==> src/rtl/card_pkg.sv <==
// Shared types and default deck geometry for the card dealer and its counter.
package card_pkg;

  typedef enum logic [1:0] {
    ST_IDLE  = 2'd0,
    ST_CHECK = 2'd1,
    ST_DEAL  = 2'd2,
    ST_DENY  = 2'd3
  } state_e;

  localparam int CARD_MIN   = 1;
  localparam int CARD_MAX   = 10;
  localparam int COPIES     = 4;
  localparam int MAX_COPIES = 16;
  localparam int DECK_SIZE  = COPIES * (CARD_MAX - CARD_MIN) + MAX_COPIES;

  // Successor of a card value, wrapping from the top value back to the bottom one.
  function automatic int next_card(input int v, input int lo = CARD_MIN, input int hi = CARD_MAX);
    return (v >= hi) ? lo : v + 1;
  endfunction

endpackage

==> src/rtl/card_counter.sv <==
// Free-running entropy counter: steps CARD_MIN..CARD_MAX while enabled, holds otherwise.
module card_counter #(
  parameter int CARD_MIN = card_pkg::CARD_MIN,
  parameter int CARD_MAX = card_pkg::CARD_MAX,
  parameter int W        = 5
) (
  input  logic         clock_i,
  input  logic         reset_i,
  input  logic         enable_i,
  output logic [W-1:0] value_o
);
  import card_pkg::*;

  logic [W-1:0] value_q;
  logic [W-1:0] value_d;

  always_comb begin
    value_d = value_q;
    if (enable_i) begin
      value_d = W'(next_card(int'(value_q), CARD_MIN, CARD_MAX));
    end
  end

  always_ff @(posedge clock_i) begin
    if (reset_i) begin
      value_q <= W'(CARD_MIN);
    end else begin
      value_q <= value_d;
    end
  end

  assign value_o = value_q;

endmodule

==> src/rtl/card_dealer.sv <==
// Finite-deck card dealer: arbitrates hand requests, probes the deck from the
// entropy counter upward, and deals or denies one card per grant.
module card_dealer #(
  parameter int CARD_MIN   = card_pkg::CARD_MIN,
  parameter int CARD_MAX   = card_pkg::CARD_MAX,
  parameter int COPIES     = card_pkg::COPIES,
  parameter int MAX_COPIES = card_pkg::MAX_COPIES,
  parameter int NUM_CH     = 2,
  parameter int W          = 5,
  parameter int TW         = 6
) (
  input  logic              clock,
  input  logic              reset,
  input  logic              enable,
  input  logic              shuffle,
  input  logic [NUM_CH-1:0] draw_req,
  output logic [W-1:0]      card,
  output logic [NUM_CH-1:0] card_valid,
  output logic [NUM_CH-1:0] deny,
  output logic [TW-1:0]     remaining,
  output logic              busy
);
  import card_pkg::*;

  localparam int NV   = CARD_MAX - CARD_MIN + 1;
  localparam int DECK = COPIES * (CARD_MAX - CARD_MIN) + MAX_COPIES;
  localparam int CW   = $clog2(((COPIES > MAX_COPIES) ? COPIES : MAX_COPIES) + 1);
  localparam int IW   = (NV > 1) ? $clog2(NV) : 1;
  localparam int PW   = $clog2(NV + 1);
  localparam int GW   = (NUM_CH > 1) ? $clog2(NUM_CH) : 1;

  localparam logic [1:0] IDLE  = ST_IDLE;
  localparam logic [1:0] CHECK = ST_CHECK;
  localparam logic [1:0] DEAL  = ST_DEAL;
  localparam logic [1:0] DENY  = ST_DENY;

  logic [1:0]        state_q,      state_d;
  logic [GW-1:0]     grant_q,      grant_d;
  logic [W-1:0]      cand_q,       cand_d;
  logic [PW-1:0]     probes_q,     probes_d;
  logic [NUM_CH-1:0] pending_q,    pending_d;
  logic [W-1:0]      card_q,       card_d;
  logic [NUM_CH-1:0] card_valid_q, card_valid_d;
  logic [NUM_CH-1:0] deny_q,       deny_d;
  logic [TW-1:0]     remaining_q;
  logic [CW-1:0]     count_q [NV];

  logic [W-1:0]      counter_val;
  logic [IW-1:0]     cand_idx;
  logic              hit;
  logic              dec;
  logic [GW-1:0]     low_idx;
  logic [NUM_CH-1:0] clear_mask;

  card_counter #(
    .CARD_MIN (CARD_MIN),
    .CARD_MAX (CARD_MAX),
    .W        (W)
  ) u_counter (
    .clock_i  (clock),
    .reset_i  (reset),
    .enable_i (enable),
    .value_o  (counter_val)
  );

  assign cand_idx = IW'(cand_q - W'(CARD_MIN));
  assign hit      = (count_q[cand_idx] != '0);

  // Fixed priority: the lowest-numbered pending hand wins.
  always_comb begin
    low_idx = '0;
    for (int i = NUM_CH - 1; i >= 0; i--) begin
      if (pending_q[i]) low_idx = GW'(i);
    end
  end

  always_comb begin
    state_d      = state_q;
    grant_d      = grant_q;
    cand_d       = cand_q;
    probes_d     = probes_q;
    card_d       = card_q;
    card_valid_d = '0;
    deny_d       = '0;
    dec          = 1'b0;
    clear_mask   = '0;
    case (state_q)
      IDLE: begin
        if (|pending_q) begin
          grant_d = low_idx;
          if (remaining_q == '0) begin
            state_d = DENY;
          end else begin
            cand_d   = counter_val;
            probes_d = '0;
            state_d  = CHECK;
          end
        end
      end
      CHECK: begin
        // The pulse is launched on the hit edge so it is visible during DEAL.
        if (hit) begin
          dec                   = 1'b1;
          card_d                = cand_q;
          card_valid_d[grant_q] = 1'b1;
          state_d               = DEAL;
        end else if (probes_q == PW'(NV - 1)) begin
          state_d = DENY;
        end else begin
          cand_d   = W'(next_card(int'(cand_q), CARD_MIN, CARD_MAX));
          probes_d = probes_q + PW'(1);
        end
      end
      DEAL: begin
        clear_mask[grant_q] = 1'b1;
        state_d             = IDLE;
      end
      default: begin
        deny_d[grant_q]     = 1'b1;
        clear_mask[grant_q] = 1'b1;
        state_d             = IDLE;
      end
    endcase
    pending_d = (pending_q & ~clear_mask) | draw_req;
  end

  always_ff @(posedge clock) begin
    if (reset || shuffle) begin
      state_q      <= IDLE;
      pending_q    <= '0;
      card_valid_q <= '0;
      deny_q       <= '0;
      remaining_q  <= TW'(DECK);
      for (int i = 0; i < NV; i++) begin
        count_q[i] <= (i == NV - 1) ? CW'(MAX_COPIES) : CW'(COPIES);
      end
      if (reset) begin
        card_q   <= '0;
        grant_q  <= '0;
        cand_q   <= W'(CARD_MIN);
        probes_q <= '0;
      end
    end else begin
      state_q      <= state_d;
      grant_q      <= grant_d;
      cand_q       <= cand_d;
      probes_q     <= probes_d;
      pending_q    <= pending_d;
      card_q       <= card_d;
      card_valid_q <= card_valid_d;
      deny_q       <= deny_d;
      if (dec) begin
        remaining_q        <= remaining_q - TW'(1);
        count_q[cand_idx]  <= count_q[cand_idx] - CW'(1);
      end
    end
  end

  assign card       = card_q;
  assign card_valid = card_valid_q;
  assign deny       = deny_q;
  assign remaining  = remaining_q;
  assign busy       = (state_q != IDLE);

endmodule

==> config.mk <==
export PLATFORM = sky130hd
export DESIGN_NAME = card_dealer
export DESIGN_NICKNAME = d
export VERILOG_FILES = /design/src/rtl/card_pkg.sv /design/src/rtl/card_counter.sv /design/src/rtl/card_dealer.sv
export SDC_FILE = /design/constraint.sdc
export NUM_CORES = 1
export LEC_CHECK = 0
export CAP_MARGIN = 10
export CORE_MARGIN = 1.5
export CORE_UTILIZATION = 30
export CTS_CLUSTER_DIAMETER = 120
export CTS_CLUSTER_SIZE = 30
export DETAILED_ROUTE_END_ITERATION = 12
export SETUP_SLACK_MARGIN = 0.2
export SYNTH_ARGS = -nofsm -noshare
export SYNTH_HDL_FRONTEND = slang
export SYNTH_SLANG_ARGS = --single-unit
==> constraint.sdc <==
create_clock -name clock -period 12.3 [get_ports clock]
set_input_delay 2.46 -clock clock [delete_from_list [all_inputs] [get_ports clock]]
set_output_delay 2.46 -clock clock [all_outputs]
set_load 0.05 [all_outputs]
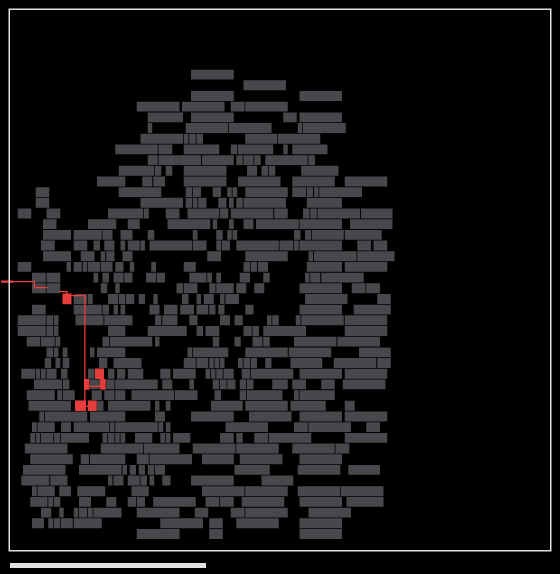
Fig. 1. I/O nets highlighted.
The bar under the picture is 50 um long.
reset: in red, bits 1, direction input, end cells 6, buffers 1, wire 59.3 um.

==> impl_metrics.xml <==
<?xml version="1.0" encoding="UTF-8"?>
<metrics>
  <group name="power">
    <metric name="p_int" unit="W">0.0008164</metric>
    <metric name="pwr.group.combinational" unit="W">0.0000919</metric>
    <metric name="top_power_group" unit="">clock</metric>
    <metric name="share_comb_of_total_power" unit="%">8.7</metric>
    <metric name="powerSeq" unit="W">0.000435</metric>
  </group>
  <group name="die">
    <metric name="rows" unit="">48</metric>
    <metric name="io-pin-count" unit="">22</metric>
  </group>
  <group name="worst_setup_path">
    <metric name="worst-path-max-fanout" unit="">20</metric>
    <metric name="rr_worst_depth" unit="">13</metric>
    <metric name="worst_path_buffer_plus_inverter_count" unit="">2</metric>
    <metric name="timing.critical_path.depth" unit="">7</metric>
    <metric name="path_type_of_the_worst_setup_path" unit="">in2reg</metric>
    <metric name="timing.critical_path.slowest_cell_delay" unit="ns">0.71</metric>
  </group>
  <group name="synthesis">
    <metric name="post_synth_top_area_cell" unit="">edfxtp_1</metric>
    <metric name="yosysChipArea" unit="sq mm">0.005426</metric>
    <metric name="synth.top_cell.area_share" unit="%">52.57</metric>
    <metric name="async_reset_ff_share" unit="%">0</metric>
    <metric name="basic_gate_share_of_the_synthesized_area_counting_and_or_nand_and_nor_cells" unit="%">14.23</metric>
    <metric name="mappedNetlistArea" unit="sq mm">0.005426</metric>
    <metric name="number_of_enable_flip_flop_cells" unit="">95</metric>
    <metric name="yosys.cell_types.count" unit="">54</metric>
    <metric name="synth_top_cell_by_count" unit="">edfxtp_1</metric>
    <metric name="synth.ff_latch_count" unit="">114</metric>
  </group>
  <group name="route">
    <metric name="post-route-drc-count" unit="">0</metric>
    <metric name="drt_first_iter_violations" unit="">229</metric>
    <metric name="top_signal_layer_used" unit="">met4</metric>
    <metric name="routed_wire_length_per_instance" unit="um">18.49</metric>
    <metric name="route.antenna.remaining_nets" unit="">0</metric>
  </group>
  <group name="final_layout">
    <metric name="combinational_gate_area" unit="sq mm">0.002017</metric>
    <metric name="logic_gates" unit="">271</metric>
    <metric name="finish.utilization" unit="%">37.05</metric>
    <metric name="areaGrowthSynthToFinish" unit="%">19.32</metric>
    <metric name="n_all_inverters" unit="">11</metric>
  </group>
  <group name="placement">
    <metric name="placed_cells_incl_taps" unit="">648</metric>
    <metric name="placedInstanceArea" unit="sq mm">0.005828</metric>
    <metric name="dpl.hpwl" unit="um">8841</metric>
  </group>
  <group name="clocking">
    <metric name="clock_tree_from_tritoncts" unit="">built</metric>
    <metric name="cts-root-buf" unit="">clkbuf_16</metric>
    <metric name="cts_buffers" unit="">17</metric>
    <metric name="cts.hold.buffers_added" unit="">0</metric>
  </group>
  <group name="outcome">
    <metric name="run_status" unit="">completed</metric>
  </group>
  <group name="min_path">
    <metric name="worst_hold_startpoint" unit="">u_counter.value_o[4]</metric>
    <metric name="hold_path_class" unit="">reg2reg</metric>
    <metric name="hold_end" unit="">u_counter.value_o[4]</metric>
    <metric name="hold_path_depth" unit="">1</metric>
  </group>
  <group name="grt">
    <metric name="number_of_global_route_vias_before_repair" unit="">3608</metric>
    <metric name="grtUsageMet2" unit="%">24.00</metric>
    <metric name="use_met3" unit="%">2.907</metric>
  </group>
  <group name="sta">
    <metric name="postLayoutSetupSlackWorst" unit="ns">7.001</metric>
  </group>
</metrics>
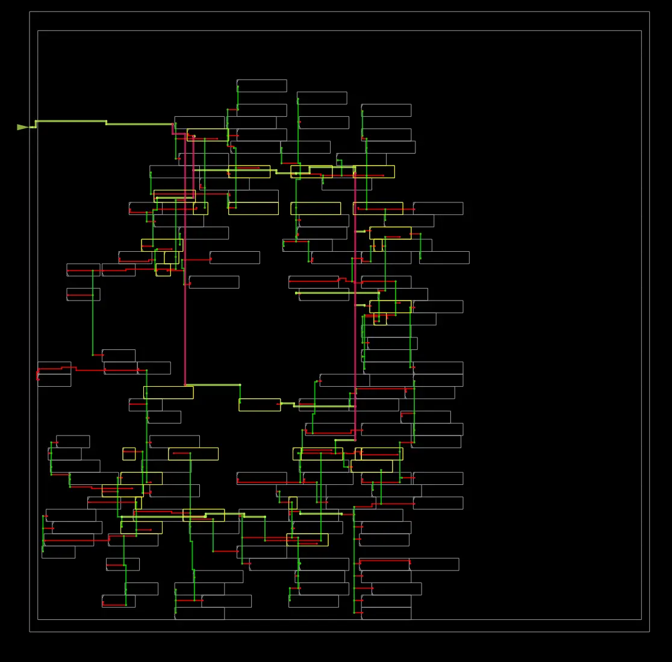
Fig. 2. The clock network.
tally of clock buffers in the finished layout: 18
total clock sinks: 114
worst-skew pair later-pin latency: 0.41 ns
worst setup skew after layout: 0.007524 ns
clock distribution power: 0.000532 W

Power figures rest on the tool's default switching activity, not on a simulated workload.
